I/O pins on the die edge:
Scale: 2 px per µm. Pins as bars across the die edge, other pins in gray.
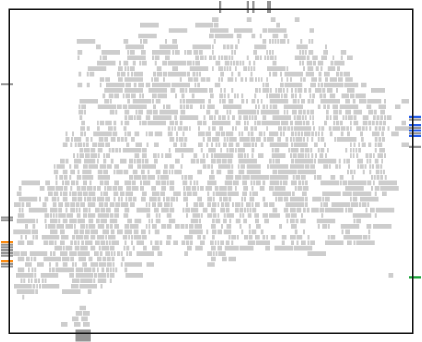
Signal wires by layer:
Scale: 2 px per µm. Two of the layers only.
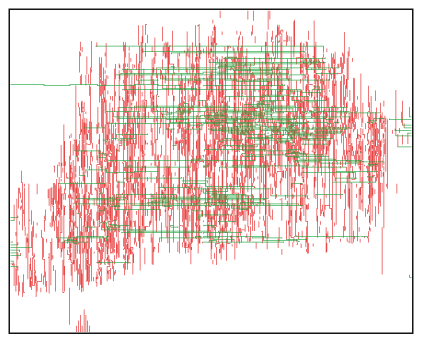
==> config.mk <==
export PLATFORM = sky130hd
export DESIGN_NAME = ps2_keymatrix
export DESIGN_NICKNAME = d
export VERILOG_FILES = /design/src/rtl/ps2_pkg.sv /design/src/rtl/ps2_keymap.sv /design/src/rtl/ps2_keymatrix.sv
export SDC_FILE = /design/constraint.sdc
export NUM_CORES = 1
export LEC_CHECK = 0
export ABC_AREA = 1
export CAP_MARGIN = 5
export CORE_ASPECT_RATIO = 0.8
export CORE_UTILIZATION = 25
export CTS_BUF_LIST = sky130_fd_sc_hd__clkbuf_4 sky130_fd_sc_hd__clkbuf_8
export DETAILED_ROUTE_END_ITERATION = 16
export SLEW_MARGIN = 40
export SYNTH_ARGS = -nofsm -noshare
export SYNTH_HDL_FRONTEND = slang
export SYNTH_SLANG_ARGS = --single-unit
==> constraint.sdc <==
create_clock -name I_CLK -period 2.95 [get_ports I_CLK]
set_clock_uncertainty 0.2 [all_clocks]
set_input_delay 0.885 -clock I_CLK [delete_from_list [all_inputs] [get_ports I_CLK]]
set_output_delay 0.885 -clock I_CLK [all_outputs]
set_load 0.02 [all_outputs]
==> src/rtl/ps2_pkg.sv <==
// Shared definitions for the PS/2 scancode to PC-8001 key matrix path:
// sequencer states, controller register map, set-2 prefix bytes, keymap entry layout.
package ps2_pkg;

    typedef enum logic [2:0] {
        ST_INIT,
        ST_SEND,
        ST_POLL,
        ST_FETCH,
        ST_CLR,
        ST_DECODE
    } state_t;

    localparam logic [1:0] ADDR_STAT = 2'd0;
    localparam logic [1:0] ADDR_RX   = 2'd1;
    localparam logic [1:0] ADDR_TX   = 2'd2;

    localparam logic [7:0] CODE_E0 = 8'hE0;
    localparam logic [7:0] CODE_E1 = 8'hE1;
    localparam logic [7:0] CODE_F0 = 8'hF0;
    localparam logic [7:0] CODE_AA = 8'hAA;
    localparam logic [7:0] CODE_FA = 8'hFA;

    // Bytes following E1 that belong to the Pause sequence
    localparam logic [2:0] PAUSE_SKIP = 3'd7;

    typedef struct packed {
        logic [3:0] row;
        logic [2:0] col;
    } key_ent_t;

endpackage

==> src/rtl/ps2_keymap.sv <==
// Combinational scancode-set-2 to PC-8001 matrix position ROM.
// Entries are written in octal so each literal reads as {row, col}.
module ps2_keymap
    import ps2_pkg::*;
(
    input  logic       ext,
    input  logic [7:0] code,
    output logic       hit,
    output logic [3:0] row,
    output logic [2:0] col
);

    key_ent_t ent;

    always_comb begin
        hit = 1'b1;
        ent = '0;
        case ({ext, code})
            9'h070: ent = 7'o000;  9'h069: ent = 7'o001;  9'h072: ent = 7'o002;  9'h07A: ent = 7'o003;
            9'h06B: ent = 7'o004;  9'h073: ent = 7'o005;  9'h074: ent = 7'o006;  9'h06C: ent = 7'o007;
            9'h075: ent = 7'o010;  9'h07D: ent = 7'o011;  9'h07C: ent = 7'o012;  9'h079: ent = 7'o013;
            9'h071: ent = 7'o016;  9'h05A: ent = 7'o017;  9'h15A: ent = 7'o017;
            9'h054: ent = 7'o020;  9'h01C: ent = 7'o021;  9'h032: ent = 7'o022;  9'h021: ent = 7'o023;
            9'h023: ent = 7'o024;  9'h024: ent = 7'o025;  9'h02B: ent = 7'o026;  9'h034: ent = 7'o027;
            9'h033: ent = 7'o030;  9'h043: ent = 7'o031;  9'h03B: ent = 7'o032;  9'h042: ent = 7'o033;
            9'h04B: ent = 7'o034;  9'h03A: ent = 7'o035;  9'h031: ent = 7'o036;  9'h044: ent = 7'o037;
            9'h04D: ent = 7'o040;  9'h015: ent = 7'o041;  9'h02D: ent = 7'o042;  9'h01B: ent = 7'o043;
            9'h02C: ent = 7'o044;  9'h03C: ent = 7'o045;  9'h02A: ent = 7'o046;  9'h01D: ent = 7'o047;
            9'h022: ent = 7'o050;  9'h035: ent = 7'o051;  9'h01A: ent = 7'o052;  9'h05B: ent = 7'o053;
            9'h06A: ent = 7'o054;  9'h05D: ent = 7'o055;  9'h055: ent = 7'o056;  9'h04E: ent = 7'o057;
            9'h045: ent = 7'o060;  9'h016: ent = 7'o061;  9'h01E: ent = 7'o062;  9'h026: ent = 7'o063;
            9'h025: ent = 7'o064;  9'h02E: ent = 7'o065;  9'h036: ent = 7'o066;  9'h03D: ent = 7'o067;
            9'h03E: ent = 7'o070;  9'h046: ent = 7'o071;  9'h052: ent = 7'o072;  9'h04C: ent = 7'o073;
            9'h041: ent = 7'o074;  9'h049: ent = 7'o075;  9'h04A: ent = 7'o076;  9'h051: ent = 7'o077;
            // Row 8: HOME UP RIGHT INS/DEL GRPH KANA SHIFT CTRL
            9'h16C: ent = 7'o100;  9'h175: ent = 7'o101;  9'h174: ent = 7'o102;  9'h066: ent = 7'o103;
            9'h171: ent = 7'o103;  9'h011: ent = 7'o104;  9'h111: ent = 7'o105;  9'h012: ent = 7'o106;
            9'h059: ent = 7'o106;  9'h014: ent = 7'o107;  9'h114: ent = 7'o107;
            // Row 9: STOP (F9) F1-F5 SPACE ESC
            9'h001: ent = 7'o110;  9'h005: ent = 7'o111;  9'h006: ent = 7'o112;  9'h004: ent = 7'o113;
            9'h00C: ent = 7'o114;  9'h003: ent = 7'o115;  9'h029: ent = 7'o116;  9'h076: ent = 7'o117;
            default: hit = 1'b0;
        endcase
    end

    assign row = ent.row;
    assign col = ent.col;

endmodule

==> src/rtl/ps2_keymatrix.sv <==
// PS/2 controller consumer: polls and pops scancodes, tracks set-2 prefixes and
// maintains the active-low PC-8001 key matrix read by the CPU at ports 00h-09h.
module ps2_keymatrix
    import ps2_pkg::*;
#(
    parameter bit         SEND_RESET = 1'b1,
    parameter logic [7:0] INIT_CMD   = 8'hFF,
    parameter int         ROWS       = 10
) (
    input  logic       I_CLK,
    input  logic       I_RST_N,
    output logic [1:0] O_PS2_ADDR,
    output logic       O_PS2_WRITE,
    output logic [7:0] O_PS2_WRDATA,
    input  logic [7:0] I_PS2_RDDATA,
    input  logic [3:0] I_KEYROW,
    output logic [7:0] O_KEYDATA,
    output logic       O_KEYEVT
);

    localparam logic [4:0] ROWS_L = 5'(ROWS);

    state_t     state_q, state_d;
    logic [1:0] addr_q, addr_d;
    logic       write_q, write_d;
    logic [7:0] wrdata_q, wrdata_d;
    logic [7:0] code_q, code_d;
    logic       ext_q, ext_d;
    logic       brk_q, brk_d;
    logic [2:0] skip_q, skip_d;
    logic       evt_q, evt_d;
    logic [7:0] mat_q [ROWS];
    logic [7:0] mat_d [ROWS];

    logic       km_hit;
    logic [3:0] km_row;
    logic [2:0] km_col;
    logic       km_row_ok;

    ps2_keymap u_keymap (
        .ext  (ext_q),
        .code (code_q),
        .hit  (km_hit),
        .row  (km_row),
        .col  (km_col)
    );

    assign km_row_ok = {1'b0, km_row} < ROWS_L;

    // Each state's address is registered on entry, so rddata seen in a state
    // always belongs to the address that state presents.
    always_comb begin
        state_d  = state_q;
        addr_d   = ADDR_STAT;
        write_d  = 1'b0;
        wrdata_d = 8'h00;
        code_d   = code_q;
        ext_d    = ext_q;
        brk_d    = brk_q;
        skip_d   = skip_q;
        evt_d    = 1'b0;
        mat_d    = mat_q;
        case (state_q)
            ST_INIT: begin
                if (I_PS2_RDDATA[1]) begin
                    state_d  = ST_SEND;
                    addr_d   = ADDR_TX;
                    write_d  = 1'b1;
                    wrdata_d = INIT_CMD;
                end
            end
            ST_SEND: state_d = ST_POLL;
            ST_POLL: begin
                if (I_PS2_RDDATA[0]) begin
                    state_d = ST_FETCH;
                    addr_d  = ADDR_RX;
                end
            end
            ST_FETCH: begin
                code_d  = I_PS2_RDDATA;
                state_d = ST_CLR;
                write_d = 1'b1;
            end
            ST_CLR: state_d = ST_DECODE;
            ST_DECODE: begin
                state_d = ST_POLL;
                if (skip_q != 3'd0) begin
                    skip_d = skip_q - 3'd1;
                end else if (code_q == CODE_E1) begin
                    skip_d = PAUSE_SKIP;
                end else if (code_q == CODE_E0) begin
                    ext_d = 1'b1;
                end else if (code_q == CODE_F0) begin
                    brk_d = 1'b1;
                end else if (code_q == CODE_AA || code_q == CODE_FA) begin
                    skip_d = skip_q;
                end else if (code_q == 8'h00 || code_q == 8'hFF) begin
                    for (int r = 0; r < ROWS; r++) begin
                        if (mat_q[r] != 8'hFF) evt_d = 1'b1;
                        mat_d[r] = 8'hFF;
                    end
                    ext_d = 1'b0;
                    brk_d = 1'b0;
                end else begin
                    if (km_hit && km_row_ok) begin
                        mat_d[km_row][km_col] = brk_q;
                        evt_d = mat_q[km_row][km_col] != brk_q;
                    end
                    ext_d = 1'b0;
                    brk_d = 1'b0;
                end
            end
            default: state_d = ST_POLL;
        endcase
    end

    always_ff @(posedge I_CLK or negedge I_RST_N) begin
        if (!I_RST_N) begin
            if (SEND_RESET) state_q <= ST_INIT;
            else            state_q <= ST_POLL;
            addr_q   <= ADDR_STAT;
            write_q  <= 1'b0;
            wrdata_q <= 8'h00;
            code_q   <= 8'h00;
            ext_q    <= 1'b0;
            brk_q    <= 1'b0;
            skip_q   <= 3'd0;
            evt_q    <= 1'b0;
            for (int r = 0; r < ROWS; r++) mat_q[r] <= 8'hFF;
        end else begin
            state_q  <= state_d;
            addr_q   <= addr_d;
            write_q  <= write_d;
            wrdata_q <= wrdata_d;
            code_q   <= code_d;
            ext_q    <= ext_d;
            brk_q    <= brk_d;
            skip_q   <= skip_d;
            evt_q    <= evt_d;
            mat_q    <= mat_d;
        end
    end

    assign O_PS2_ADDR   = addr_q;
    assign O_PS2_WRITE  = write_q;
    assign O_PS2_WRDATA = wrdata_q;
    assign O_KEYEVT     = evt_q;
    assign O_KEYDATA    = ({1'b0, I_KEYROW} < ROWS_L) ? mat_q[I_KEYROW] : 8'hFF;

endmodule

==> impl_metrics.tcl <==
# flow metrics
set metrics [dict create \
    flop-count 101 \
    post-synth-top-area-cell "sky130_fd_sc_hd__dfstp_2" \
    dr.first_iter.drc_count 1333 \
    die_height_um 161.2 \
    top_regs "mat_q (80), code_q (8)" \
    power.static_leakage_nw 5.310 \
    highest_layer "met5" \
    drv_cap 0 \
    post_synth_main_logic_family "simple AND/OR/NAND/NOR gates" \
    grt-busiest-layer "met1" \
    sh_comb_area 0.4430 \
    diodes 0 \
    fp_util 0.2578 \
    netlist_instances 1235 \
    routed-via-count 10060 \
    cts_num_sinks 101 \
    global_route_wire_length_before_repair_mm 56.51 \
    ys_warn_count 0 \
    vias_in_the_first_global_route 9066 \
    power_frac_comb 0.703 \
    yosys_reported_design_area_after_synthesis_um2 7924 \
    top_power_group "combinational cells" \
    place.detailed.instances 1870 \
    critPathKind "reg2reg" \
    relative_slew_slack 0.6202 \
    final_layout_top_logic_cells "sky130_fd_sc_hd__nand2_1 (298), sky130_fd_sc_hd__buf_4 (270), sky130_fd_sc_hd__inv_1 (103), sky130_fd_sc_hd__a21oi_1 (81), sky130_fd_sc_hd__dfstp_2 (80)" \
    dieArea_um2 32420 \
    finalCoreUtilization 0.4084 \
    postSynth.topFlopCell "sky130_fd_sc_hd__dfstp_2" \
    fillCellCount 3103 \
    m1WireLength_mm 17.73 \
    run_status "complete, but fails checks" \
    synth_adder_area_share 0.003158 \
    vdd_ir_drop_max_uv 543.8 \
    max_flop_register "mat_q" \
    htree_levels 3 \
    critical_path.cell_chain "buf_6, nand3_4, nor2_4, buf_4, nand2_1, and2_1, nand4_1, inv_1, nand2_4, nor2_4, buf_4, nand2_1, nand2_1, nand2_1, nand3_2, nand2_1, nand2_2, nor2_4, nand3_2, nand2_2, nor2_4" \
    clock-root-buffer "sky130_fd_sc_hd__clkbuf_8" \
    cts_max_path_buffers 2 \
    place_hpwl_mm 29.31 \
    clock_buffers 9 \
    inverters 125 \
    power_frac_seq 0.203 \
    asyncSetResetFlopFracSynth 1.000 \
    design.portCount 34 \
    power.switching_w 0.005103 \
    cell_internal_pwr_w 0.005223 \
    final_layout_top_logic_cell "sky130_fd_sc_hd__nand2_1" \
    slew_violations 0 \
    power_per_cell_area_nw_per_um2 822.6 \
    final.period_utilization 1.090 \
    synth.area.mux_share 0 \
    layout-drive-gt1-share 0.4366 \
    gr-usage-met1 0.3485 \
    ys_sh_xor 0 \
    area_share_nonclk_buffers 0.2497 \
    grt_usage 0.2326 \
    multi_input_comb_area_um2 5562 \
    maximum_number_of_pins_on_one_net_before_global_route_repair 39 \
    synthAoiAreaFrac 0.2034 \
    remaining_drc_errors 0 \
    critical_path.endpoint_type "flop" \
    timing.critical_path.buf_inv 4 \
    flow.area_growth_from_synthesis_pct 58.42 \
    layout.nets 1550 \
    terminus_of_the_critical_flop_to_flop_path "O_KEYEVT" \
    clk_transition_reported_paths_ns 0.14 \
    timing.critical_path.arrival_ns 3.33 \
    count_of_instantiated_cells_in_the_yosys_netlist 1235 \
    critical_path.endpoint "O_KEYEVT" \
    startpoint_type "flop" \
    ys_seq_elements 101 \
    sh_seq_area 0.2099 \
    number_of_flops_mapped_to_enable_cells_by_yosys 0 \
    yosysTopAreaCellShare 0.2653 \
    final.setup.worst_slack_ns -0.2641 \
    layout.non_clock_buffers 348 \
    cts.hold.buffers_added 0 \
    area_dominant_class "combinational gates" \
    timing.reg2reg.setup_slack_ns -0.26 \
    failing_checks "negative setup slack" \
    tap-cell-count 413 \
    worst_path_largest_cell_delay_ns 0.49 \
    grt_use_met2 0.3289 \
    timing.critical_path.depth 21 \
    io_buffer_count 33 \
    drt_pass1_iterations 8 \
    post_synth_num_cell_types 38 \
    largest_register_ff_count 80 \
    final_hold_viol_count 0 \
    globalRouteMet3Util 0.06860 \
    number_of_antenna_violations_at_the_first_check_in_global_routing 1 \
    setup_viol_count_final 82 \
    critPathLaunch "code_q[4]" \
    placeableCoreArea_um2 30740 \
    synth.cell_area_um2 7924 \
    global_route.overflow_total 0 \
    timing.final.crit_period_ns 3.214 \
    cts_post_setup_buffers_inserted 24 \
    power.sequential.total_w 0.00209 \
    synth.cellmix.simpleShare 0.3613 \
    timing_worst_slew_pin_value_ns 0.5681 \
    powerComb_w 0.00726 \
    clk_latency_ns 0.43 \
    achievable-frequency_mhz 311.1 \
    cts_repair_resize_count 192 \
    cts_tree "yes" \
    route.met3.wl_mm 4.802 \
    stdcell_count 1952 \
    route.detailed.vias_per_inst 5.156 \
    synth_nets 1251 \
    cts-buffers-inserted 9 \
    ys_top_cells_by_count "sky130_fd_sc_hd__nand2_1 (366), sky130_fd_sc_hd__a21oi_1 (121), sky130_fd_sc_hd__nor2_1 (121), sky130_fd_sc_hd__inv_1 (114), sky130_fd_sc_hd__nand3_1 (82)" \
    worst_ep_required_time_ns 3.07 \
    regToRegStartpoint "code_q[4]" \
    clkPwrFrac 0.095 \
    worst_path_most_repeated_cell "sky130_fd_sc_hd__nand2_1" \
    area_share_clock_buf_inv 0.01694 \
    wire_per_inst_um 20.19 \
    power_switching_share 0.4942 \
    clk-power_w 0.000977 \
    total_power_w 0.01033 \
    rsz_0062_raised_after_global_routing "true" \
    synth_sequential_area_ratio 0.3316 \
    syn_area_per_cell_um2 6.416 \
    fp.dieW_um 201.0 \
    hp-class "in2async" \
]
About 'I/O pins on the die edge':
[orange] O_PS2_ADDR | pins: 2 | direction: output | edge: west
[green] I_RST_N | pins: 1 | direction: input | edge: east
[blue] I_KEYROW | pins: 4 | direction: input | edge: east

About 'signal wires by layer':
[green] met3 | wire length: 4,800 µm
[red] met2 | wire length: 16,000 µm

[per-stage QoR]
| stage | instance area (µm²) | worst slack, ns | hold slack, ns | TNS, ns |
|---|---|---|---|---|
| finish | 12550 | -0.2641 | 0.2411 | -6.487 |
| global route | 12550 | -0.3213 | 0.2616 | -15.44 |
| floorplan | 7960 | -0.01065 | 0.2530 | -0.02057 |
| detailed placement | 10480 | -1.053 | 0.2910 | -29.73 |
| global placement | 10470 | -1.059 | 0.2739 | -29.37 |
| CTS | 11460 | -0.1752 | 0.2390 | -10.75 |
[worst reg2reg max path, delay by kind of cell (launching register included)]
| kind | cells | cell delay (ns) |
|---|---|---|
| simple gates | 17 | 1.79 |
| buf+inv | 4 | 0.65 |
| flops | 1 | 0.49 |
